### src/rtl/loadSeqPkg.sv
// Load sequencer package: request classes, control words and per-class step tables.
package loadSeqPkg;

  localparam int unsigned CW          = 5;
  localparam int unsigned NUM_CLASSES = 16;
  localparam int unsigned TBL_STEPS   = 4;
  localparam int unsigned LEN_W       = 3;

  typedef logic [CW-1:0] ctrl_t;

  localparam ctrl_t NO_OP         = 5'd0;
  localparam ctrl_t NEXTPC_IMM21B = 5'd1;
  localparam ctrl_t NEXTPC_IMM24  = 5'd2;
  localparam ctrl_t ADDR_GEN      = 5'd3;
  localparam ctrl_t MEM_READ      = 5'd4;
  localparam ctrl_t WB_LOAD       = 5'd5;
  localparam ctrl_t ADDR_INC      = 5'd6;
  localparam ctrl_t WB_ALU        = 5'd7;
  localparam ctrl_t NEXTPC_REG    = 5'd8;

  typedef enum logic [3:0] {
    CLS_NOP     = 4'd0,
    CLS_JAL     = 4'd1,
    CLS_LOAD    = 4'd2,
    CLS_BRANCH  = 4'd3,
    CLS_LOADINC = 4'd4,
    CLS_ALU     = 4'd5,
    CLS_BRREG   = 4'd6
  } ld_class_e;

  // Queue entry: class plus the condition captured at accept time.
  typedef struct packed {
    logic [3:0] cls;
    logic       cond;
  } req_t;

  localparam logic [LEN_W-1:0] SEQ_LEN [NUM_CLASSES] = '{
    3'd0, 3'd1, 3'd3, 3'd1, 3'd2, 3'd1, 3'd1, 3'd0,
    3'd0, 3'd0, 3'd0, 3'd0, 3'd0, 3'd0, 3'd0, 3'd0
  };

  localparam logic SEQ_COND [NUM_CLASSES] = '{
    1'b0, 1'b0, 1'b0, 1'b1, 1'b0, 1'b0, 1'b1, 1'b0,
    1'b0, 1'b0, 1'b0, 1'b0, 1'b0, 1'b0, 1'b0, 1'b0
  };

  localparam ctrl_t SEQ_TABLE [NUM_CLASSES][TBL_STEPS] = '{
    '{NO_OP,         NO_OP,    NO_OP,   NO_OP},
    '{NEXTPC_IMM21B, NO_OP,    NO_OP,   NO_OP},
    '{ADDR_GEN,      MEM_READ, WB_LOAD, NO_OP},
    '{NEXTPC_IMM24,  NO_OP,    NO_OP,   NO_OP},
    '{ADDR_INC,      MEM_READ, NO_OP,   NO_OP},
    '{WB_ALU,        NO_OP,    NO_OP,   NO_OP},
    '{NEXTPC_REG,    NO_OP,    NO_OP,   NO_OP},
    '{default: NO_OP},
    '{default: NO_OP},
    '{default: NO_OP},
    '{default: NO_OP},
    '{default: NO_OP},
    '{default: NO_OP},
    '{default: NO_OP},
    '{default: NO_OP},
    '{default: NO_OP}
  };

endpackage

### src/rtl/load_seq_queue.sv
// Request FIFO for the load sequencer; extra pointer bit separates full from empty.
module load_seq_queue #(
  parameter int unsigned QDEPTH = 2,
  parameter int unsigned W      = 5
) (
  input  logic                         clk,
  input  logic                         reset,
  input  logic                         clear,
  input  logic                         push,
  input  logic                         pop,
  input  logic [W-1:0]                 din,
  output logic [W-1:0]                 dout,
  output logic [$clog2(QDEPTH):0]      count,
  output logic                         empty,
  output logic                         full
);

  localparam int unsigned AW = $clog2(QDEPTH);
  localparam int unsigned PW = AW + 1;

  logic [W-1:0]  mem [QDEPTH];
  logic [PW-1:0] wr_q;
  logic [PW-1:0] rd_q;

  // Pointer update; clear wins over push/pop.
  always_ff @(posedge clk or posedge reset) begin
    if (reset) begin
      wr_q <= '0;
      rd_q <= '0;
    end else if (clear) begin
      wr_q <= '0;
      rd_q <= '0;
    end else begin
      if (push) wr_q <= wr_q + PW'(1);
      if (pop)  rd_q <= rd_q + PW'(1);
    end
  end

  // Entry storage; data needs no reset since pointers qualify it.
  always_ff @(posedge clk) begin
    if (push && !clear) mem[wr_q[AW-1:0]] <= din;
  end

  assign dout  = mem[rd_q[AW-1:0]];
  assign count = wr_q - rd_q;
  assign empty = (wr_q == rd_q);
  assign full  = (wr_q[AW] != rd_q[AW]) && (wr_q[AW-1:0] == rd_q[AW-1:0]);

endmodule

### src/rtl/load_control_sequencer.sv
// Load control sequencer: expands queued load requests into per-cycle control words.
// Optional LOAD_SEQ_PERF_EN adds a 32-bit perf_steps counter of emitted valid steps.
module load_control_sequencer
  import loadSeqPkg::*;
#(
  parameter int unsigned CTRL_W   = 5,
  parameter int unsigned STEP_MAX = 3,
  parameter int unsigned QDEPTH   = 2
) (
  input  logic              clk,
  input  logic              reset,
  input  logic              enable,
  input  logic              flush,
  input  logic              req_valid,
  output logic              req_ready,
  input  logic [3:0]        req_class,
  input  logic              req_cond,
  output logic [CTRL_W-1:0] load_control,
  output logic              load_valid,
`ifdef LOAD_SEQ_PERF_EN
  output logic [31:0]       perf_steps,
`endif
  output logic              busy
);

  localparam int unsigned QW     = $bits(req_t);
  localparam int unsigned PTR_W  = $clog2(QDEPTH) + 1;
  localparam int unsigned STEP_W = 2;

  typedef enum logic {IDLE, STEP} state_e;

  state_e              state_q, state_d;
  logic [STEP_W-1:0]   step_q, step_d;
  ctrl_t               ctrl_d;
  logic                valid_d;
  logic                push, pop, avail, last, collapse, cur_real;
  logic [LEN_W-1:0]    raw_len, cur_len;
  logic [PTR_W-1:0]    q_count, remain;
  logic [QW-1:0]       q_dout;
  logic                q_empty, q_full;
  req_t                head;

  load_seq_queue #(.QDEPTH(QDEPTH), .W(QW)) u_queue (
    .clk   (clk),
    .reset (reset),
    .clear (flush && enable),
    .push  (push),
    .pop   (pop),
    .din   ({req_class, req_cond}),
    .dout  (q_dout),
    .count (q_count),
    .empty (q_empty),
    .full  (q_full)
  );

  // Next-state and next-output logic; an empty queue bypasses the incoming request.
  always_comb begin
    state_d  = state_q;
    step_d   = step_q;
    ctrl_d   = NO_OP;
    valid_d  = 1'b0;
    pop      = 1'b0;
    push     = req_valid && !q_full && enable && !flush;
    avail    = !q_empty || push;
    head     = q_empty ? req_t'({req_class, req_cond}) : req_t'(q_dout);
    collapse = SEQ_COND[head.cls] && !head.cond;
    raw_len  = SEQ_LEN[head.cls];
    cur_real = 1'b1;
    cur_len  = raw_len;
    if (collapse || raw_len == '0) begin
      cur_len  = LEN_W'(1);
      cur_real = 1'b0;
    end else if (raw_len > LEN_W'(STEP_MAX)) begin
      cur_len  = LEN_W'(STEP_MAX);
    end
    last   = (LEN_W'(step_q) == cur_len - LEN_W'(1));
    remain = q_count + PTR_W'(push) - PTR_W'(1);

    if (flush) begin
      state_d = IDLE;
      step_d  = '0;
    end else if (avail) begin
      ctrl_d  = cur_real ? SEQ_TABLE[head.cls][step_q] : NO_OP;
      valid_d = cur_real;
      if (last) begin
        pop     = enable;
        step_d  = '0;
        state_d = (remain != '0) ? STEP : IDLE;
      end else begin
        step_d  = step_q + STEP_W'(1);
        state_d = STEP;
      end
    end else begin
      state_d = IDLE;
      step_d  = '0;
    end
  end

  // State and output registers; enable low freezes everything.
  always_ff @(posedge clk or posedge reset) begin
    if (reset) begin
      state_q      <= IDLE;
      step_q       <= '0;
      load_control <= CTRL_W'(NO_OP);
      load_valid   <= 1'b0;
    end else if (enable) begin
      state_q      <= state_d;
      step_q       <= step_d;
      load_control <= CTRL_W'(ctrl_d);
      load_valid   <= valid_d;
    end
  end

  assign req_ready = !q_full;
  assign busy      = !q_empty || (state_q == STEP);

`ifdef LOAD_SEQ_PERF_EN
  // Count cycles presenting a real step while enabled.
  always_ff @(posedge clk or posedge reset) begin
    if (reset) begin
      perf_steps <= '0;
    end else if (enable && load_valid) begin
      perf_steps <= perf_steps + 32'd1;
    end
  end
`endif

endmodule

### config.mk
export PLATFORM = sky130hd
export DESIGN_NAME = load_control_sequencer
export DESIGN_NICKNAME = d
export VERILOG_FILES = /design/src/rtl/loadSeqPkg.sv /design/src/rtl/load_seq_queue.sv /design/src/rtl/load_control_sequencer.sv
export SDC_FILE = /design/constraint.sdc
export NUM_CORES = 1
export LEC_CHECK = 0
export ABC_CLOCK_PERIOD_IN_PS = 4010
export CORE_MARGIN = 5
export CORE_UTILIZATION = 45
export DETAILED_ROUTE_END_ITERATION = 10
export HOLD_SLACK_MARGIN = 0.03
export PLACE_DENSITY = 0.71
export SYNTH_ARGS = -nofsm -noshare
export SYNTH_HDL_FRONTEND = slang
export SYNTH_SLANG_ARGS = --single-unit
export TNS_END_PERCENT = 5
### constraint.sdc
create_clock -name clk -period 4.01 [get_ports clk]
set_input_delay 0.6015 -clock clk [delete_from_list [all_inputs] [get_ports clk]]
set_output_delay 0.6015 -clock clk [all_outputs]
set_load 0.005 [all_outputs]
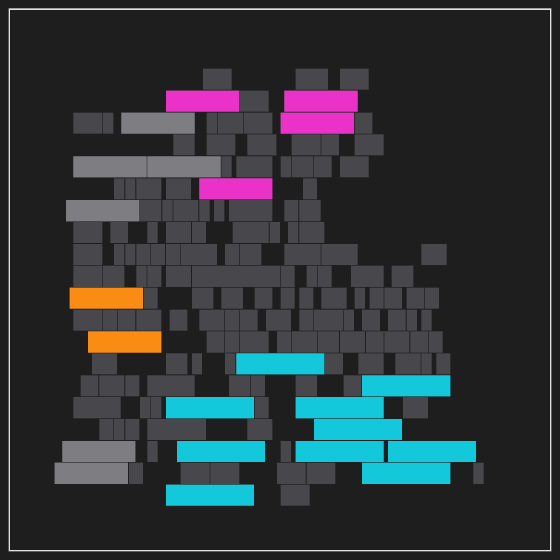
Fig. 1. Where the registers sit (run 1).
Key: u_queue.rd_q = orange [placed flops 2]; load_control = magenta [placed flops 4, where top center]; u_queue.mem = cyan [placed flops 10]
Another 6 sequential cells are not colored.
sequential cell area share: 35.50%
post-layout utilization of the core: 54.96%
Flop area: 600.6 um2
seq pwr: 325 uW

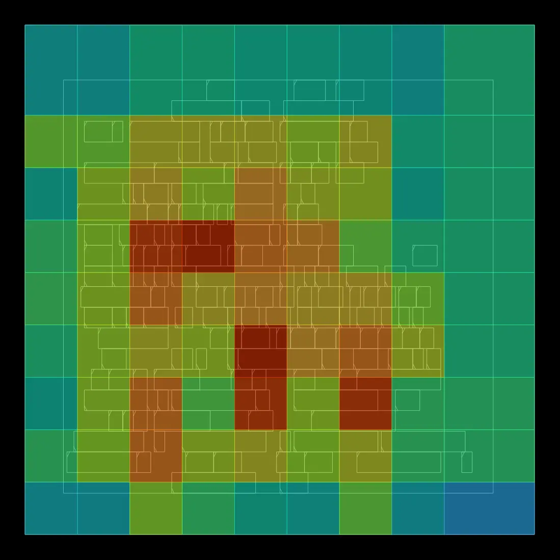
Fig. 2. Track usage over the die (run 1).
Total GRT Usage: 15.99%
met2 usage: 27.85%
met3 Use GR: 2.192%
gr busiest metal: met2

==> deck_impl_summary.md, run 1 <==
Physical Implementation Snapshot

Power
  – Sw power: just under 500 uW
  – Sequential Power Share: between 20 and 30%
  – Cell Pwr Density: 691.1 nW/um2
  – Clk pwr share: between 10% and 20%
  – Pleak: 0.6592 nW
  – Worst IR Drop VDD: around 0.00043 V
  – Internal: ~670 uW
  – Sw frac: between 40% and 50%

Logic synthesis
  – Synth flops: 22
  – FFs w/ async S/R, synth: between 50 and 60%
  – Syn nets: between 150 and 200
  – Ys Warns: 0
  – Synth Area per Inst: 9.711 um2
  – Yosys cell count: between 150 and 200
  – YS chip area: about 1500 um2
  – Cell Type Count: around 50
  – Post-Syn Area: 1466 um2
  – Commonest cells in the netlist: dfrtp_1 (12), nor2_1 (12), o21ai_0 (12)
  – Main flop type: dfrtp_1
  – Yosys top cell area share: roughly 20%

Setup path
  – Worst path cell trace: xor2_2 -> or2_4 -> nor2_1 -> a31o_2 -> ha_1 -> nand3_1 -> o22ai_2 -> ha_1 -> xnor2_1 -> nor2_1 -> nand3_1 -> o311ai_0 -> o41ai_1
  – Worst Path Buf+Inv: 0
  – CP endpoint kind: register
  – RR Startpoint: u_queue.rd_q[1]
  – Crit path required time: approximately 4.2 ns
  – CP max-delay cell: dfrtp_1
  – Arrival time at the worst endpoint: 3.61 ns

Drt
  – Met3 Wirelength: roughly 140 um
  – Final WL: ~3300 um
  – Top layer in use: met4
  – Initial DRC count: between 100 and 150
  – Drt wl/cell: 15.79 um
  – Met2 wire length: roughly 1600 um
  – Met1 wire length: ~1500 um
  – DRT antenna net count: 0

Min path
  – Worst min path class: register to register
  – Hold Path Stages: 1

Placement
  – Placed cell area: roughly 1600 um2
  – DP Worst Slack: 0.3788 ns
  – DP HPWL: between 2000 and 3000 um
  – Placed instance count: about 200

Global route
  – Total gr overflow: 0
  – Largest net degree at the start of global routing: 18
  – Initial antenna violation count: 0
  – First-pass GRT wire length: approximately 5500 um
  – Number of global-route vias before repair: between 1,000 and 1,500

Timing
  – Final Skew: approximately 0.012 ns
  – RSZ-0062 raised after global routing: no
  – Final Hold Viols: 0
  – Final TNS setup: 0 ns
  – Max-slew headroom: 63.53%
  – Max-slew violation count: 0
  – Final setup vio count: 0

Clock tree
  – Reg clk slew, reported paths: between 0.1 and 0.15 ns
  – Hold Buf Count CTS: 0
  – Latency at later pin: about 0.31 ns
  – CTS tree: done
  – Clock root cell: clkbuf_4
  – Longest Clk Path Bufs: 2

Status
  – Status: finished clean

Layout
  – FILL cells: about 280
  – Diode count: 0
  – Layout cell share with drive strength beyond 1: approximately 8.5%
  – Finished Layout Cells: ~210
  – Max reg flops: 10
  – Nets@finish: 179

Floorplan
  – Starting Density: between 40 and 50%
  – Die area: 4500 um2
  – # IOs: 18
  – Chip Height: roughly 67 um
  – Num rows: 20

Job
  – Number of max-cap violations: 0
  – Tool warnings: 26
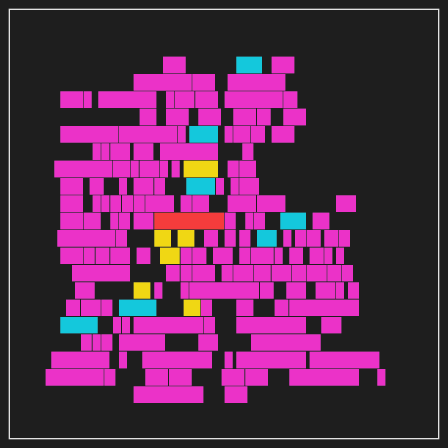
Fig. 3. Cell sizes after repair (run 1).
Key: x1 and smaller = magenta [cells 150, share 91%, most used clkdlybuf4s50_1]; x2 = cyan [cells 7, share 4.3%, most used xor2_2]; x6 and larger = red [cells 1, share 0.61%, most used bufinv_16]; x3 and x4 = yellow [cells 6, share 3.7%, most used clkbuf_4]
Non-clk bufs: 17
final instance area: 1692 um2
Final WS setup: 0.5822 ns
area growth from synthesis to layout: 15.36%

-- run 1: placed cells by master (no fill, tap or decap), drive strengths merged, types with 4 or more instances in the layout --
master,instances
nor4,5
edfxtp,10
nor2,12
o22ai,4
xnor2,6
a21oi,4
nand2,8
nor3,6
nand2b,5
inv,8
dfrtp,12
o21ai,12
nand3,6
xor2,5
clkdlybuf4s50,16
-- run 1: cells by family (layout without fill, tap and decap cells) --
group | Yosys count | count (layout) | share of synthesized area [%]
AND-OR/OR-AND | 41 | 41 | 19.88
other | 1 | 1 | 0.2557
flip-flops | 22 | 22 | 40.96
buffers and inverters | 16 | 29 | 5.460
XOR/XNOR | 11 | 11 | 7.594
multiplexers | 4 | 4 | 3.157
AND/OR/NAND/NOR | 52 | 52 | 18.77
adder cells (fa/ha/maj) | 4 | 4 | 3.925
-- run 1: power by group through the flow --
stage | logic (mW) | registers [mW] | clock network, mW
detailed placement | 0.664 | 0.329 | 0
global route | 0.747 | 0.332 | 0.184
floorplan | 0.515 | 0.317 | 0
finish | 0.673 | 0.325 | 0.171
global placement | 0.643 | 0.327 | 0
CTS | 0.668 | 0.324 | 0.172
-- run 1: worst max path at each step --
stage	cells after the start	slack, ns	to	from
after floorplan	14	0.92	u_queue.rd_q[1]	u_queue.rd_q[0]
after global placement	12	0.55	u_queue.rd_q[1]	req_class[1]
after detailed placement	12	0.38	u_queue.rd_q[1]	req_class[1]
after CTS	13	0.62	u_queue.rd_q[1]	u_queue.rd_q[1]
after global routing	13	0.29	u_queue.rd_q[1]	u_queue.rd_q[1]
final	13	0.58	u_queue.rd_q[1]	u_queue.rd_q[1]
-- run 1: final cells by class --
class	instances	area share [%]
sequential	22	35.50
tap	44	3.254
inverter	8	1.775
clock buffer	3	1.331
clock inverter	1	1.775
timing repair buffer	17	9.911
multi-input combinational	113	46.45
==> run 1 -> run 2 <==
--- a/config.mk
+++ b/config.mk
@@ -14,4 +14,3 @@
 export SYNTH_ARGS = -nofsm -noshare
 export SYNTH_HDL_FRONTEND = slang
 export SYNTH_SLANG_ARGS = --single-unit
-export TNS_END_PERCENT = 5
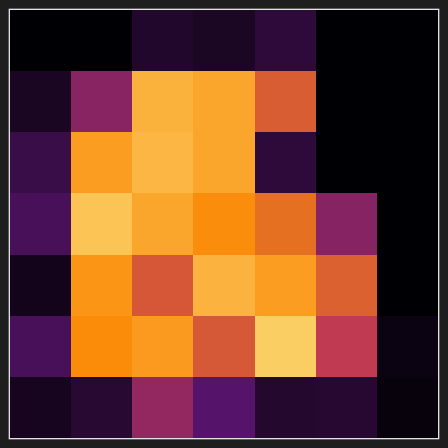
Fig. 4. Cell density map (run 2).
7 x 7 tiles, from black (low) to pale yellow (high), 0 to 100% covered.
20% of the tiles are nearly empty. The densest ninth of the die: center. 29% of the tiles are over 75% full. The fullest tile reaches 89%.
core footprint: 3078 um2
Starting Density: 47.64%

==> deck_impl_summary.md, run 2 <==
Physical Implementation Snapshot

Status
  – Status: finished clean

Drt
  – Drt wl/cell: approximately 16 um
  – DRT antenna net count: 0
  – Final WL: between 3000 and 4000 um
  – Initial DRC count: about 110

Layout
  – Most frequent logic cell in the layout: clkdlybuf4s50_1
  – Layout cell share with drive strength beyond 1: approximately 8.5%
  – Diode count: 0
  – Finished Layout Cells: 208
  – Final instance area: ~1700 um2
  – Area growth from synthesis to layout: 15.36%

Global route
  – First-pass GRT wire length: ~5500 um
  – Total gr overflow: 0
  – Initial antenna violation count: 0
  – Number of global-route vias before repair: 1,193
  – Total GRT Usage: 15.99%

Logic synthesis
  – Commonest cells in the netlist: dfrtp_1 (12), nor2_1 (12), o21ai_0 (12)
  – Post-Syn Area: 1466 um2
  – FFs w/ async S/R, synth: between 50% and 60%
  – Synth Area per Inst: 9.711 um2
  – Synth flops: 22
  – Yosys cell count: between 150 and 200
  – Main flop type: dfrtp_1
  – Cell Type Count: approximately 50
  – Syn nets: approximately 170
  – Ys Warns: 0

Floorplan
  – Die area: around 4500 um2
  – Chip Height: roughly 67 um

Timing
  – Max-slew violation count: 0
  – Final WS setup: about 0.58 ns
  – Final setup vio count: 0
  – Max-slew headroom: 63.53%
  – Final Skew: approximately 0.012 ns
  – RSZ-0062 raised after global routing: no
  – Final TNS setup: 0 ns

Setup path
  – CP max-delay cell: dfrtp_1
  – Cell count along the critical path: 13
  – Worst path cell trace: xor2_2 -> or2_4 -> nor2_1 -> a31o_2 -> ha_1 -> nand3_1 -> o22ai_2 -> ha_1 -> xnor2_1 -> nor2_1 -> nand3_1 -> o311ai_0 -> o41ai_1
  – CP endpoint kind: register
  – Crit path required time: about 4.2 ns
  – Arrival time at the worst endpoint: between 3 and 4 ns

Clock tree
  – Latency at later pin: ~0.31 ns
  – CTS tree: done
  – Hold Buf Count CTS: 0
  – Clock root cell: clkbuf_4

Power
  – Cell Pwr Density: just under 700 nW/um2
  – Pleak: about 0.66 nW
  – Worst IR Drop VDD: about 0.00043 V
  – Clk pwr share: between 10 and 15%
  – Internal: roughly 670 uW
  – Sw frac: a little over two fifths

Job
  – Tool warnings: 26
  – Number of max-cap violations: 0

Placement
  – DP Worst Slack: about 0.38 ns
  – Placed instance count: roughly 200

Min path
  – Worst min path class: register to register
  – Hold Path Stages: 1
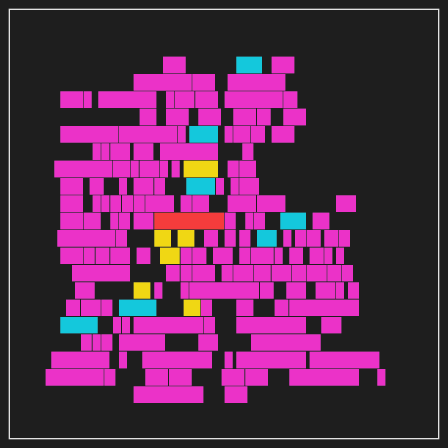
Fig. 5. Cell sizes after repair (run 2).
Key: x1 and smaller = magenta [cells 150, share 91%, most used clkdlybuf4s50_1]; x6 and larger = red [cells 1, share 0.61%, most used bufinv_16]; x2 = cyan [cells 7, share 4.3%, most used xor2_2]; x3 and x4 = yellow [cells 6, share 3.7%, most used clkbuf_4]

-- run 2: cell counts in the layout (fill, tap and decap cells not counted) --
No cell type changed its count.
-- run 2: power groups by stage --
stage / clock [mW] / sequential (mW) / combinational [mW]
after floorplan: 0 / 0.317 / 0.515
after global placement: 0 / 0.327 / 0.643
after detailed placement: 0 / 0.329 / 0.664
after CTS: 0.172 / 0.324 / 0.668
after global routing: 0.184 / 0.332 / 0.747
final: 0.171 / 0.325 / 0.673
-- run 2: cell families after synthesis --
family	share of synthesized area (%)
XOR/XNOR	7.594
buffers and inverters	5.460
adder cells (fa/ha/maj)	3.925
flip-flops	40.96
AND/OR/NAND/NOR	18.77
other	0.2557
AND-OR/OR-AND	19.88
multiplexers	3.157
-- run 2: layout make-up --
cell class	instances	area, um2
Inverter	8	30.03
Fill cell	276	1386
Sequential cell	22	600.6
Tap cell	44	55.05
Multi-Input combinational cell	113	785.8
Timing Repair Buffer	17	167.7
Clock buffer	3	22.52
Clock inverter	1	30.03
-- run 2: metal layers --
layer / global-route usage (%) / wire length [um] / part of all wire (%)
met1: 20.69 / 1512 / 46
met2: 27.85 / 1608 / 49
met3: 2.192 / 142 / 4.3
met4: 3.797 / 21 / 0.64
met5: 0 / 0 / 0
-- run 2: path summary, 6_finish.rpt --
kind                                 startpoint               to  slack, ns
min in group asynchronous                 reset  u_queue.wr_q[0]       0.57
worst max register to register  u_queue.rd_q[1]  u_queue.rd_q[1]       0.58
worst min-delay path                 load_valid       load_valid       0.50
worst min register to register       load_valid       load_valid       0.50
max in group asynchronous                 reset  u_queue.rd_q[1]       3.12
worst max-delay path            u_queue.rd_q[1]  u_queue.rd_q[1]       0.58
==> run 2 -> run 3 <==
--- a/config.mk
+++ b/config.mk
@@ -9,8 +9,9 @@
 export CORE_MARGIN = 5
 export CORE_UTILIZATION = 45
 export DETAILED_ROUTE_END_ITERATION = 10
+export DONT_BUFFER_PORTS = 1
 export HOLD_SLACK_MARGIN = 0.03
-export PLACE_DENSITY = 0.71
+export PLACE_DENSITY = 0.64
 export SYNTH_ARGS = -nofsm -noshare
 export SYNTH_HDL_FRONTEND = slang
 export SYNTH_SLANG_ARGS = --single-unit
==> constraint.sdc (replaced) <==
create_clock -name clk -period 4.01 [get_ports clk]
set_input_delay 0.6015 -clock clk [delete_from_list [all_inputs] [get_ports clk]]
set_output_delay 0.6015 -clock clk [all_outputs]
set_load 0.1 [all_outputs]
==> deck_impl_summary.md, run 3 <==
Physical Implementation Snapshot

Setup path
  – Crit path required time: 4.27 ns
  – RR Startpoint: u_queue.rd_q[1]
  – Reg-to-reg slack, setup: ~0.63 ns
  – Arrival time at the worst endpoint: about 3.6 ns
  – Reg2reg end: u_queue.rd_q[0]
  – CP endpoint kind: register

Global route
  – Total GRT Usage: 16.24%
  – First-pass GRT wire length: 5582 um
  – Largest net degree at the start of global routing: 18
  – Total gr overflow: 0

Logic synthesis
  – Top logic family: AND-OR/OR-AND gates
  – Synth Area per Inst: 9.711 um2
  – MUX area fraction: under 10%
  – Adder share: between 3 and 4%
  – Xor/xnor share: under 10%
  – Post-synthesis simple-gate area fraction: a little under a fifth
  – Cell Type Count: 50
  – Post-synthesis compound-gate area fraction: 19.88%
  – Syn nets: ~170
  – Synth flops: 22
  – Yosys cell count: around 150
  – Ys Warns: 0
  – FFs w/ async S/R, synth: between 50% and 60%
  – YS chip area: roughly 1500 um2
  – Main flop type: dfrtp_1

Timing
  – Final Skew: 0.01149 ns
  – Final TNS setup: 0 ns
  – Max-slew violation count: 0
  – RSZ-0062 raised after global routing: no
  – Final Hold Viols: 0
  – Final setup vio count: 0
  – Max-slew headroom: between 30 and 40%

Floorplan
  – Core footprint: between 3000 and 4000 um2
  – Chip Height: 67.09 um
  – Starting Density: between 40% and 50%
  – Die area: between 4000 and 5000 um2
  – # IOs: 18
  – Num rows: 20

Min path
  – Worst min path class: primary input to async pin

Power
  – Cell Pwr Density: between 800 and 900 nW/um2
  – Worst IR Drop VDD: 0.0007052 V
  – Pleak: 0.6030 nW

Placement
  – DP HPWL: around 2500 um
  – DP Worst Slack: 0.6932 ns
  – Placed cell area: about 1500 um2
  – Placed instance count: 189

Drt
  – Initial DRC count: between 60 and 70
  – Final WL: approximately 3300 um
  – DRT antenna net count: 0

Status
  – Status: finished clean

Clock tree
  – Reg clk slew, reported paths: 0.14 ns
  – CTS tree: done
  – Latency at later pin: around 0.32 ns
  – Clock root cell: clkbuf_4
  – Hold Buf Count CTS: 0
  – Longest Clk Path Bufs: 2

Layout
  – Finished Layout Cells: a little under 200
  – Top Layout Cells: o21ai_0 (12), nor2_1 (12), dfrtp_1 (12)
  – Nets@finish: about 160
  – Max reg flops: 10
  – Layout cell share with drive strength beyond 1: between 10% and 20%

Job
  – Number of max-cap violations: 0
==> run 3: worst max-delay path by stage <==
stage,from,endpoint,slack [ns],cells after the start
floorplan,u_queue.rd_q[0],u_queue.rd_q[1],0.92,14
global placement,u_queue.rd_q[1],u_queue.rd_q[0],0.87,13
detailed placement,u_queue.rd_q[1],u_queue.rd_q[0],0.69,13
CTS,u_queue.rd_q[1],u_queue.rd_q[0],0.63,13
global route,u_queue.rd_q[1],u_queue.rd_q[1],0.28,13
finish,u_queue.rd_q[1],u_queue.rd_q[0],0.63,13
==> run 3: power breakdown <==
group / leakage, nW / internal (mW) / switching (mW)
Combinational: 0.323 / 0.249 / 0.481
Sequential: 0.252 / 0.278 / 0.123
Clock: 0.0279 / 0.101 / 0.0756
==> run 3: worst max-delay path: stages (launching register included) <==
cell and delay (ns):
dfrtp_1 0.45, xor2_2 0.34, or2_4 0.26, nor2_1 0.05
a31o_2 0.22, ha_1 0.35, nand2_1 0.09, o22ai_2 0.26
ha_1 0.29, xnor2_1 0.15, nor2_1 0.18, nand3_1 0.16
or3_1 0.33, a21boi_1 0.16
==> run 3: layer usage <==
layer	vias to the layer above	global-route usage, %	part of all wire, %
li1	555	-	-
met1	558	23.34	47
met2	37	25.28	47
met3	6	2.867	5.1
met4	0	3.544	1.2
met5	-	0	0
==> run 3: layout make-up <==
| cell class | count | area [um2] |
|---|---|---|
| timing repair buffer | 2 | 15.01 |
| inverter | 8 | 30.03 |
| sequential | 22 | 600.6 |
| tap | 44 | 55.05 |
| multi-input combinational | 113 | 785.8 |
| clock buffer | 3 | 22.52 |
| clock inverter | 1 | 30.03 |
| fill | 301 | 1539 |
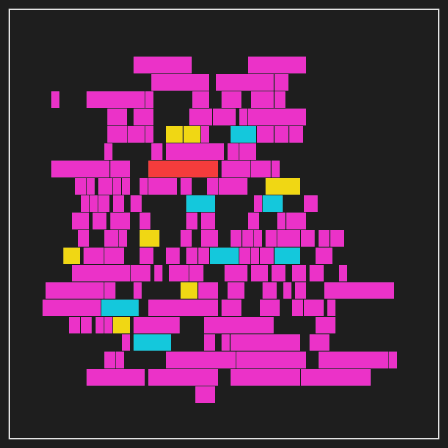
Fig. 6. Cell sizes after repair (run 3).
Key: x2 = cyan [cells 7, share 4.7%, most used xor2_2]; x3 and x4 = yellow [cells 7, share 4.7%, most used clkbuf_4]; x1 and smaller = magenta [cells 134, share 90%]; x6 and larger = red [cells 1, share 0.67%, most used bufinv_16]
final instance area: 1539 um2
Final WS setup: 0.6323 ns
Non-clk bufs: 2
area growth from synthesis to layout: 4.949%

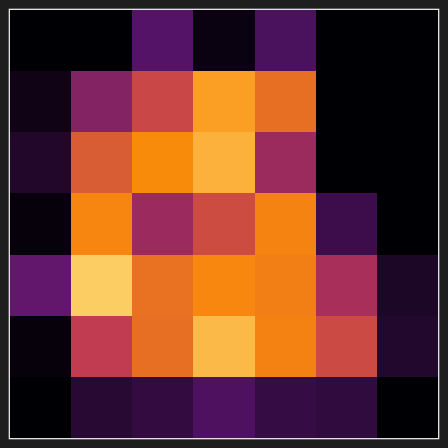
Fig. 7. Cell density map (run 3).
7 x 7 tiles, from black (low) to pale yellow (high), 0 to 100% covered.
27% of the tiles are nearly empty. The fullest tile reaches 89%. The mean over all tiles is 33%.
post-layout utilization of the core: 50.00%

No activity file was given, so power comes from the tool's default toggle rates.
